==> config.mk <==
export PLATFORM = sky130hd
export DESIGN_NAME = play_ctrl_flat
export DESIGN_NICKNAME = d
export VERILOG_FILES = /design/src/rtl/play_ctrl_pkg.sv /design/src/rtl/play_ctrl_if.sv /design/src/rtl/play_ctrl_debounce.sv /design/src/rtl/play_ctrl.sv /design/src/flat_wrapper.sv
export SDC_FILE = /design/constraint.sdc
export NUM_CORES = 1
export LEC_CHECK = 0
export ABC_CLOCK_PERIOD_IN_PS = 2540
export CAP_MARGIN = 20
export CORE_AREA = 2 2 90 92
export DETAILED_ROUTE_END_ITERATION = 7
export DIE_AREA = 0 0 92 94
export PLACE_DENSITY_LB_ADDON = 0.2
export SKIP_LAST_GASP = 1
export SYNTH_ARGS = -nofsm -noshare
export SYNTH_HDL_FRONTEND = slang
export SYNTH_HIERARCHICAL = 1
export SYNTH_SLANG_ARGS = --single-unit
==> constraint.sdc <==
create_clock -name clk50M -period 2.54 [get_ports clk50M]
set_clock_uncertainty 0.2 [all_clocks]
set_input_delay 0.254 -clock clk50M [delete_from_list [all_inputs] [get_ports clk50M]]
set_output_delay 0.254 -clock clk50M [all_outputs]
set_load 0.02 [all_outputs]
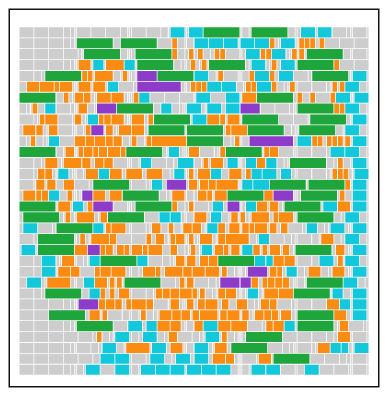
(cells coloured by class)
(4 px per um) Fill, decap, tap and diode cells in grey.
Cyan is other buffers and delay cells, cells 136. Orange is combinational and other logic, cells 303. Green is flops, cells 58. Purple is clock drivers and dummy loads, cells 16.
num rows: 32
post-layout instance area: 4920 um^2
Core Util, Final: 64.7%
register share of the cell area: 29.5%
CORE AREA: 7610 um^2

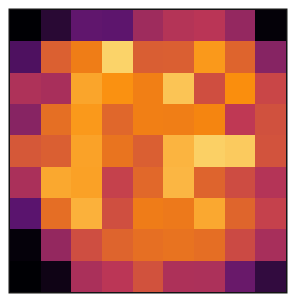
(local utilization)
(3 px per um) 9 x 9 tiles, from black (low) to pale yellow (high), 0 to 100% covered.
The mean over all tiles is 56%. The fullest tile reaches 90%. 4.9% of the tiles are nearly empty. 20% of the tiles are over 75% full. The emptiest ninth of the die: bottom left.
Initial Util: 44.7%

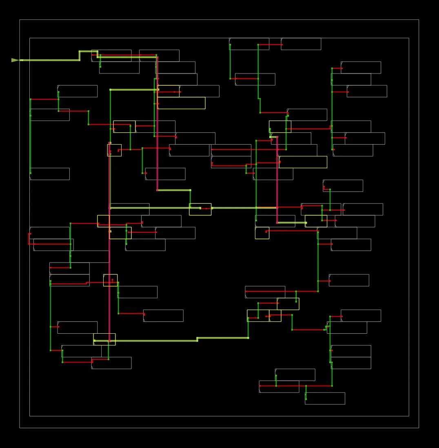
(clock nets)
CTS Buf Count: 9
Flops: 58
Clock group: 972 uW
CLK BUF: 9
CTS sink cnt: 58

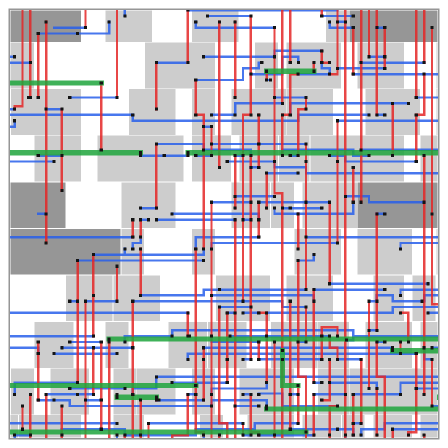
(layout detail)
Region (34, 34) to (59, 59) um. Cells in grey, sequential cells in the stronger grey; small squares are vias.
Red is metal 2. Green is metal 3. Blue is metal 1.
60 logic cells have their middle in the window. Sequential cells in the window: 3. Most frequent: buf_4 (12), nor2_1 (6), nand2_1 (5).

==> impl_metrics.tcl <==
# flow metrics
set metrics [dict create \
    outcome "finished, violations left" \
    failed_checks "negative setup slack" \
    layout.nets 556 \
    finalHoldViolations 0 \
    slew_headroom_pct 50.5 \
    worstSetupEndpointType "flip-flop" \
    hold_depth 3 \
    antenna_found_initial 0 \
    drt-initial-drc-count 271 \
    die_y_um 94 \
    num_vias 3364 \
    edf_count 0 \
    yosysWarnings 6 \
    dp_worst_setup_slack_ps -242 \
    slowest_delay_ps 540 \
    maxSlewViolCount 0 \
    holdWs_ps 220 \
    start_kind "flip-flop" \
    largest_reg_flops 22 \
    wire_per_inst_um 15.7 \
    dp_hpwl_um 7130 \
    top_cells_by_count "74 x nand2_1, 58 x dfrtp_1, 30 x nor2_1" \
    reg2reg_depth 8 \
    cts_tree "built" \
    path_cells "or4_4 -> nor4b_4 -> and4_4 -> a21oi_2 -> a2bb2oi_2 -> a21oi_2 -> o21ai_4 -> a221o_1" \
    drive_gt1_share_pct 17.9 \
    io_pins 87 \
    vias_per_cell 5.47 \
    synth_cells 381 \
    dieArea_um2 8650 \
    yosysMostFrequentCell "nand2_1" \
    groute.usage.overall_pct 22.8 \
    ys_seq_share_pct 42.7 \
    dr.pass1.iters 5 \
    crit_type "flip-flop to flip-flop" \
    maxCapViolCount 0 \
    syn_nets 429 \
    r2r_slack_ps -60 \
    critPathSlowestCell "or4_4" \
    clk_pin_slew_worst_paths_ps 80 \
    hp-class "input port to flip-flop" \
    clock.latency.late_pin_ps 350 \
    top_cell_area_share_pct 42.7 \
    area_leaders "dfrtp_1 43%, nand2_1 8.2%, xnor2_1 6.2%" \
    synth-main-ff-cell "dfrtp_1" \
    grt_start_max_net_pins 59 \
    finalCriticalPeriod_ps 2600 \
    path_depth 8 \
    grt_pass1_vias 3086 \
    setup_ws_ps -64.1 \
    synth_top_cell_by_area "dfrtp_1" \
    regArea_um2 1450 \
    drc 0 \
    path_buffers 0 \
    die_x_um 92 \
    crit_top_cell "a21oi_2" \
    syn2layout_area_growth_pct 44.9 \
    wirelength_um 9660 \
    synth_chip_area_um2 3400 \
    fmaxAchievable_mhz 384 \
    gr-total-overflow 0 \
    ir_drop_mv 0.372 \
    cpLargestDelayFamily "simple AND/OR/NAND/NOR gates" \
    cp_max_fo 7 \
    cp.required_ps 2570 \
    htree_levels 3 \
    port_buffers 86 \
    logic_area_um2 1850 \
    setup_viol 8 \
    finalWeightedCongestion 0.893 \
    async_flop_share_pct 100 \
    rsz0062_at_grt "yes" \
    worst_pin_slew_ps 742 \
    p_leak_nw 2.16 \
    avgSynthCellArea_um2 8.92 \
    ys.flops 58 \
    yosysUniqueCellTypes 54 \
    cp.arrival_ps 2640 \
    grt_pass1_wl_um 15400 \
    cts-root-buf "clkbuf_8" \
]
[worst register-to-register path, cell delays in order, from the launching register on]
cell       delay (ps)
dfrtp_1           380
or4_4             540
nor4b_4           230
and4_4            260
a21oi_2            70
a2bb2oi_2         150
a21oi_2           200
o21ai_4           130
a221o_1           330
[kinds of logic after synthesis]
logic type                 Yosys count  share of synthesized area (%)
and+or+nand+nor                    199                           29.7
adders and majority gates            4                           1.47
AOI/OAI and AO/OA                   51                           10.5
xor gates and xnor gates            36                           9.72
muxes                                4                           1.21
DFF                                 58                           42.7
buffers and inverters               29                           4.64
[layout by cell type, fill, tap and decap left out, types with 3 or more instances in the layout]
| cell | synthesis | layout |
|---|---|---|
| nand4_1 | 18 | 18 |
| a21oi_1 | 12 | 9 |
| nand2_1 | 74 | 74 |
| ha_1 | 4 | 4 |
| nor2_1 | 30 | 30 |
| clkbuf_8 | 0 | 9 |
| clkdlybuf4s50_1 | 0 | 85 |
| nor4_1 | 6 | 6 |
| a21o_1 | 7 | 7 |
| or3_1 | 4 | 3 |
| buf_4 | 0 | 46 |
| and2_1 | 6 | 6 |
| o211ai_1 | 3 | 3 |
| nor4b_1 | 5 | 4 |
| nand3_1 | 20 | 20 |
| or4_1 | 5 | 4 |
| a31oi_1 | 5 | 4 |
| nor3_1 | 10 | 10 |
| mux2i_1 | 3 | 3 |
| dfrtp_1 | 58 | 58 |
| inv_1 | 9 | 8 |
| a21oi_2 | 0 | 3 |
| xnor2_1 | 24 | 24 |
| a221o_1 | 4 | 4 |
| xor2_1 | 10 | 10 |
| and3_1 | 4 | 4 |
| o21ai_0 | 6 | 5 |
[where the power goes]
group          total, mW  leakage (nW)  switching, mW  internal, mW
registers           1.23         0.743          0.173          1.06
clock network      0.972         0.106          0.414         0.558
logic               1.13          1.31          0.556         0.570
total               3.33          2.16           1.14          2.18
[per-stage QoR]
stage / std cells / power, mW
finish: 615 / 3.33
CTS: 613 / 3.33
global route: 615 / 3.49
detailed placement: 594 / 2.35
global placement: 594 / 2.33
floorplan: 381 / 1.82
[metal layers]
layer | part of all wire [%] | global-route usage, % | vias up
li1 | - | - | 1605
met1 | 44 | 30.7 | 1600
met2 | 47 | 37.2 | 144
met3 | 7.4 | 4.01 | 15
met4 | 1.3 | 8.08 | 0
met5 | 0 | 0 | -
[cell type report]
class,instances,area share (%)
clock buffer,9,2.52
clock inverter,7,2.06
inverter,9,0.686
multi-input combinational,294,37.5
sequential,58,29.5
tap,102,2.59
timing repair buffer,136,25.2
[what timing repair did]
action | CTS | global route
endpoints found under the setup margin | 19 | 31
pin swaps | 3 | 2
hold buffers | 1 | 0
endpoints found under the hold margin | 58 | 0
cloned | 0 | 1
buffers inserted | 2 | 1
gates resized | 7 | 4
Power is estimated from default activity; no workload was simulated.
